===== config.mk =====
export PLATFORM = sky130hd
export DESIGN_NAME = pwm_capture_module
export DESIGN_NICKNAME = d
export VERILOG_FILES = /design/src/rtl/pwm_pkg.sv /design/src/rtl/pwm_capture_module_sync_edge.sv /design/src/rtl/pwm_capture_module.sv
export SDC_FILE = /design/constraint.sdc
export NUM_CORES = 1
export LEC_CHECK = 0
export ABC_AREA = 1
export CAP_MARGIN = 20
export CORE_MARGIN = 2
export CORE_UTILIZATION = 30
export CTS_BUF_LIST = sky130_fd_sc_hd__clkbuf_16
export DETAILED_ROUTE_END_ITERATION = 6
export GPL_TIMING_DRIVEN = 0
export PLACE_DENSITY = 0.51
export SYNTH_ARGS = -nofsm -noshare
export SYNTH_HDL_FRONTEND = slang
export SYNTH_SLANG_ARGS = --single-unit

===== constraint.sdc =====
create_clock -name clk -period 2.4 [get_ports clk]
set_input_delay 0.36 -clock clk [delete_from_list [all_inputs] [get_ports clk]]
set_output_delay 0.36 -clock clk [all_outputs]
set_load 0.1 [all_outputs]

===== src/rtl/pwm_pkg.sv =====
// Shared PWM constants, capture FSM encoding and the duty saturation helper.
package pwm_pkg;

  localparam int                    PWM_DUTY_W   = 8;
  localparam int                    PWM_PERIOD   = 256;
  localparam logic [PWM_DUTY_W-1:0] PWM_DUTY_MAX = 8'hFF;

  typedef enum logic [1:0] {
    S_WAIT = 2'd0,
    S_HIGH = 2'd1,
    S_LOW  = 2'd2
  } pwm_state_t;

  // Clamp a counter value (zero-extended to 32 bits) to the 8-bit duty range.
  function automatic logic [PWM_DUTY_W-1:0] sat_duty(input logic [31:0] cnt);
    if (cnt > 32'(PWM_DUTY_MAX)) begin
      return PWM_DUTY_MAX;
    end
    return cnt[PWM_DUTY_W-1:0];
  endfunction

endpackage


===== src/rtl/pwm_capture_module_sync_edge.sv =====
// 2-FF synchroniser for an asynchronous level plus registered rise/fall pulses.
// level is delayed to line up with the pulses: during a rise pulse level already reads 1.
module pwm_sync_edge (
  input  logic clk,
  input  logic reset,
  input  logic din,
  output logic level,
  output logic rise,
  output logic fall
);

  logic meta;
  logic sync;
  logic prev;

  always_ff @(posedge clk or negedge reset) begin
    if (!reset) begin
      meta <= 1'b0;
      sync <= 1'b0;
      prev <= 1'b0;
      rise <= 1'b0;
      fall <= 1'b0;
    end else begin
      meta <= din;
      sync <= meta;
      prev <= sync;
      rise <= sync & ~prev;
      fall <= ~sync & prev;
    end
  end

  assign level = prev;

endmodule


===== src/rtl/pwm_capture_module.sv =====
// Measures high time and rise-to-rise period of one PWM input; static inputs reported by timeout.
// Latency: pwm_in rising edge to valid strobe is 4 clk.
module pwm_capture_module
  import pwm_pkg::*;
#(
  parameter int CNT_W   = 9,
  parameter int TIMEOUT = 300
) (
  input  logic                  clk,
  input  logic                  reset,
  input  logic                  pwm_in,
  input  logic                  enable,
  output logic [PWM_DUTY_W-1:0] duty,
  output logic [CNT_W-1:0]      period,
  output logic                  valid,
  output logic                  stuck
);

  localparam logic [CNT_W-1:0] CNT_MAX = '1;
  localparam logic [CNT_W-1:0] CNT_TO  = CNT_W'(TIMEOUT);

  logic level;
  logic rise;
  logic fall;

  pwm_sync_edge u_sync (
    .clk   (clk),
    .reset (reset),
    .din   (pwm_in),
    .level (level),
    .rise  (rise),
    .fall  (fall)
  );

  pwm_state_t       state;
  pwm_state_t       state_nxt;
  logic [CNT_W-1:0] period_cnt;
  logic [CNT_W-1:0] high_cnt;
  logic             publish;
  logic             timeout;

  always_ff @(posedge clk or negedge reset) begin
    if (!reset) begin
      state <= S_WAIT;
    end else begin
      state <= state_nxt;
    end
  end

  // A rise always wins over a coincident timeout.
  always_comb begin
    state_nxt = state;
    publish   = 1'b0;
    timeout   = 1'b0;
    if (!enable) begin
      state_nxt = S_WAIT;
    end else if (rise) begin
      publish   = (state == S_LOW);
      state_nxt = S_HIGH;
    end else if (period_cnt == CNT_TO) begin
      timeout   = 1'b1;
      state_nxt = S_WAIT;
    end else begin
      case (state)
        S_WAIT:  state_nxt = S_WAIT;
        S_HIGH:  state_nxt = fall ? S_LOW : S_HIGH;
        S_LOW:   state_nxt = S_LOW;
        default: state_nxt = S_WAIT;
      endcase
    end
  end

  // The rise (or timeout) cycle itself counts as cycle 1 of the next interval,
  // so back-to-back reports are exactly one period (or TIMEOUT) apart.
  always_ff @(posedge clk or negedge reset) begin
    if (!reset) begin
      period_cnt <= '0;
      high_cnt   <= '0;
    end else if (!enable) begin
      period_cnt <= '0;
      high_cnt   <= '0;
    end else if (rise) begin
      period_cnt <= CNT_W'(1);
      high_cnt   <= CNT_W'(1);
    end else if (timeout) begin
      period_cnt <= CNT_W'(1);
      high_cnt   <= '0;
    end else begin
      if (period_cnt != CNT_MAX) begin
        period_cnt <= period_cnt + 1'b1;
      end
      if (level && (high_cnt != CNT_MAX)) begin
        high_cnt <= high_cnt + 1'b1;
      end
    end
  end

  always_ff @(posedge clk or negedge reset) begin
    if (!reset) begin
      duty   <= '0;
      period <= '0;
      valid  <= 1'b0;
      stuck  <= 1'b0;
    end else begin
      valid <= 1'b0;
      if (publish) begin
        duty   <= sat_duty(32'(high_cnt));
        period <= period_cnt;
        stuck  <= 1'b0;
        valid  <= 1'b1;
      end else if (timeout) begin
        duty   <= (state == S_HIGH) ? PWM_DUTY_MAX : '0;
        period <= '0;
        stuck  <= 1'b1;
        valid  <= 1'b1;
      end
    end
  end

endmodule


Fig. 1: run 1, signal wires by layer
Only two layers are drawn.
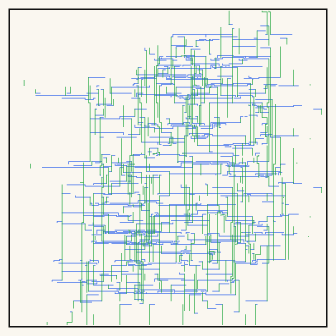
[M1] blue | wire length: 2,150 um
[M2] green | wire length: 2,000 um

Fig. 2: run 1, sequential cells coloured by netlist name
Bar = 20 um. Other sequential cells in the stronger grey, the rest of the logic in the fainter grey.
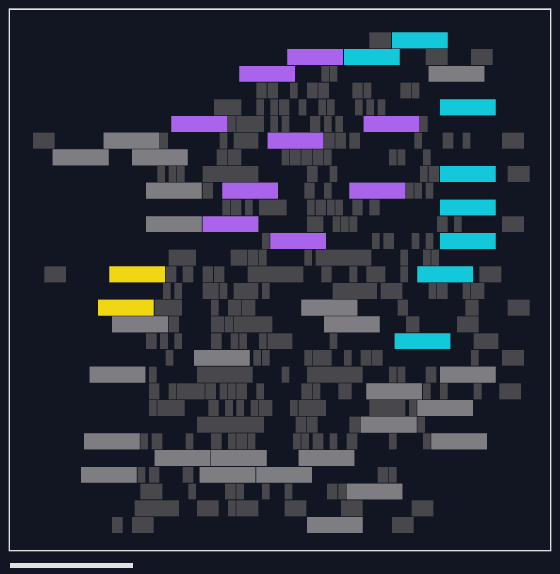
[`state`] yellow | sequential cells: 2
[`duty`] cyan | sequential cells: 8
[`high_cnt`] purple | sequential cells: 9 | where: north
post-layout util: 38.7%
sequential power: 767 uW
FF+latch area: 1100 um^2
Seq area share: 41.8%

Fig. 3: run 1, port wiring
Bar = 20 um.
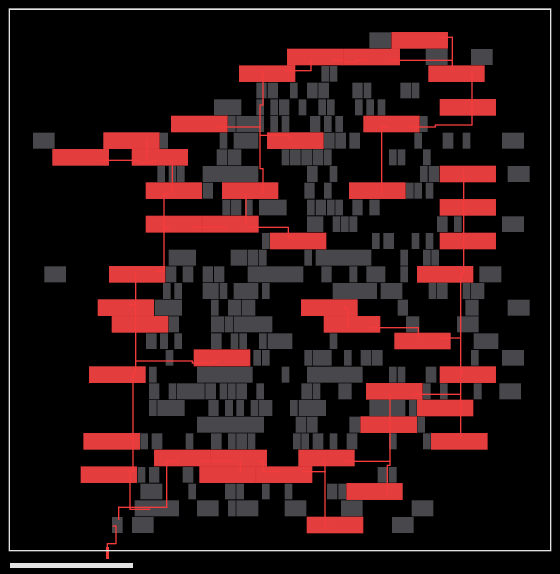
[`reset`] red | direction: input | edge: south | end cells: 44 | buffers: 2 | wire: 353 um

==> out/qor.txt, run 1 <==
Met3 wire length = 125 um
Status = completed
CTS root buffer = clkbuf_16
P_leak = 0.00122 uW
Multiplexer share = 0%
Combinational fraction of design power = 6.3%
Slew @ Worst Pin = 0.971 ns
Count of tool warnings = 29
Top area cell types = dfrtp_1 (52%), nand2_1 (11%), inv_1 (5.2%)
Clock-cell share of area = 6.23%
Cells on worst reg2reg path = 8
RSZ-0062 raised after global routing = false
Late-Pin Clk Latency = 0.28 ns
Hold Buf Count CTS = 0
Ys flop type = dfrtp_1
IO Count = 23
Max FO, Critical Path = 2
Internal Pwr Total = 1270 uW
Clock power share = 46.6%
EDFF count, synth = 0
H-tree depth = 2
Pre-CTS WS = 0.460 ns
CP bufs+invs = 1
Syn Nets = 255
Vias per inst = 4.36
MI comb area = 857 um^2
Wire per inst = 11.7 um
Rel. slew slack = 35.1%
Core area = 6790 um^2
Placement Cell Area = 2470 um^2
MI comb cells = 163
Tot Pwr = 1630 uW
Crit path from = duty[7]$_DFFE_PN0P_
YS chip area = 2110 um^2
Levels on crit path = 1
Async set-reset flop share out of synthesis = 100%
Routability cong. = 0.790
Adder-cell share of the synthesized area = 4.74%
Cell Chain, Critical Path = clkdlybuf4s50_1
Area leader share = 52.1%
Share of layout cells above drive strength 1 = 9.85%
Num CTS Buffers = 5
Non-clk buf share = 9.99%
Largest net degree at the start of global routing = 26
Highest routed layer = met4
P_comb = 102 uW
Ant diodes = 0
Pins Over Slew Limit = 0
Most numerous logic cells after layout = nand2_1 (62), dfrtp_1 (44), inv_1 (30)
Fin worst setup slack = 0.255 ns
PortBufs = 22
Worst Setup EP = duty[7]
Rows = 30
Biggest regs = high_cnt: 9 flops, period: 9 flops, period_cnt: 9 flops
HP Class = in2async
Crit-path slowest cell = clkdlybuf4s50_1
Vias in the first global route = 1,558
Synth Seq Share = 52.1%
Crit path capture type = primary output
Highest clock rate = 0.466 GHz
Clk_skew = 0.0101 ns
CP Class = reg2out
Register share of total power = 47.1%
Initial antenna violation count = 0
Worst R2R Start = high_cnt[0]$_DFFE_PN0P_
Count leader, synth = nand2_1
Setup Fix Bufs, Post-CTS = 0
Count of non-CTS inverters in the layout = 33
Hold slack = 0.0264 ns
Largest class = flip-flops and latches
Total track usage = 12.7%
First-pass GRT wire length = 7510 um
DRT antenna net count = 0
==> run 2: changes to the inputs <==
- CAP_MARGIN: 20 -> default
Fig. 4: run 2, a small window of the routed layout
Window x 2 to 42, y 46 to 86 um. Cells in grey, sequential cells in the stronger grey; small squares are vias.
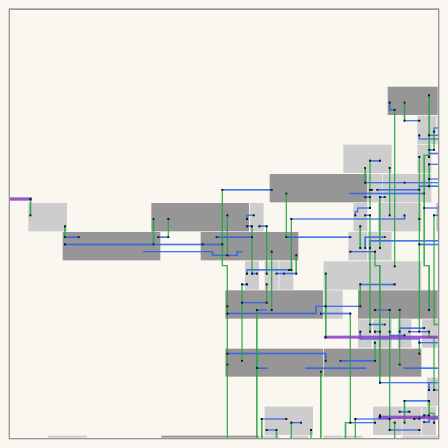
[M2] green
[M1] blue
[M3] purple
sequential cells in the window: 9
cells with their middle in the window: 33
netlist names of flops here include: `high_cnt` (4)
most frequent: dfrtp_1 (9), nand2_1 (5)

Fig. 5: run 2, clock routing
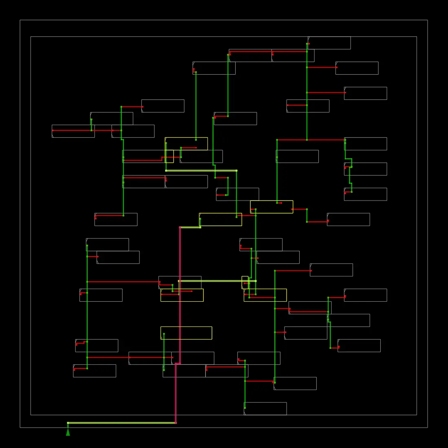
clk_skew: 0.0101 ns
Num CTS Buffers: 5
Clock net power: 759 uW

==> out/qor.txt, run 2 <==
Status = completed (unchanged)
Met3 wire length = 125 um (unchanged)
Top area cell types = dfrtp_1 (52%), nand2_1 (11%), inv_1 (5.2%) (unchanged)
Crit path from = duty[7]$_DFFE_PN0P_ (unchanged)
Fin worst setup slack = 0.255 ns (unchanged)
Max clock buf depth = 2 (unchanged)
Most numerous logic cells after layout = nand2_1 (62), dfrtp_1 (44), inv_1 (30) (unchanged)
Clock-cell share of area = 6.23% (unchanged)
Tot Pwr = 1630 uW (unchanged)
Total track usage = 12.7% (unchanged)
H-tree depth = 2 (unchanged)
Post-layout util = 38.7% (unchanged)
Pins Over Slew Limit = 0 (unchanged)
Count of tool warnings = 29 (unchanged)
Core area = 6790 um^2 (unchanged)
YS chip area = 2110 um^2 (unchanged)
Share of layout cells above drive strength 1 = 9.85% (unchanged)
Cells on worst reg2reg path = 8 (unchanged)
Combinational fraction of design power = 6.3% (about the same)
Highest routed layer = met4 (unchanged)
Vias in the first global route = 1,558 (unchanged)
Clock power share = 46.6% (about the same)
Cell Chain, Critical Path = clkdlybuf4s50_1 (unchanged)
Count of non-CTS inverters in the layout = 33 (unchanged)
EDFF count, synth = 0 (unchanged)
Routability cong. = 0.790 (unchanged)
Rows = 30 (unchanged)
Slew @ Worst Pin = 0.971 ns (unchanged)
Pre-CTS WS = 0.460 ns (unchanged)
Worst Setup EP = duty[7] (unchanged)
Levels on crit path = 1 (unchanged)
Hold Buf Count CTS = 0 (unchanged)
Wire per inst = 11.7 um (unchanged)
Non-clk buf share = 9.99% (unchanged)
Multiplexer share = 0% (unchanged)
Setup Fix Bufs, Post-CTS = 0 (unchanged)
HP Class = in2async (unchanged)
DRT antenna net count = 0 (unchanged)
Area leader share = 52.1% (unchanged)
Largest class = flip-flops and latches (unchanged)
RSZ-0062 raised after global routing = false (unchanged)
P_comb = 102 uW (about the same)
Adder-cell share of the synthesized area = 4.74% (unchanged)
First-pass GRT wire length = 7510 um (unchanged)
Max FO, Critical Path = 2 (unchanged)
Async set-reset flop share out of synthesis = 100% (unchanged)
Placement Cell Area = 2470 um^2 (unchanged)
PortBufs = 22 (unchanged)
CP Class = reg2out (unchanged)
Sequential power = 767 uW (about the same)
Vias per inst = 4.36 (unchanged)
CTS root buffer = clkbuf_16 (unchanged)
Crit path capture type = primary output (unchanged)
P_leak = 0.00122 uW (unchanged)
Count leader, synth = nand2_1 (unchanged)
Highest clock rate = 0.466 GHz (unchanged)
Drt pass-1 iters = 4 (unchanged)
Register share of total power = 47.1% (about the same)
Initial antenna violation count = 0 (unchanged)
CP bufs+invs = 1 (unchanged)
Largest net degree at the start of global routing = 26 (unchanged)
Biggest regs = high_cnt: 9 flops, period: 9 flops, period_cnt: 9 flops (unchanged)
Late-Pin Clk Latency = 0.28 ns (about the same)
Power and IR drop assume default switching activity.
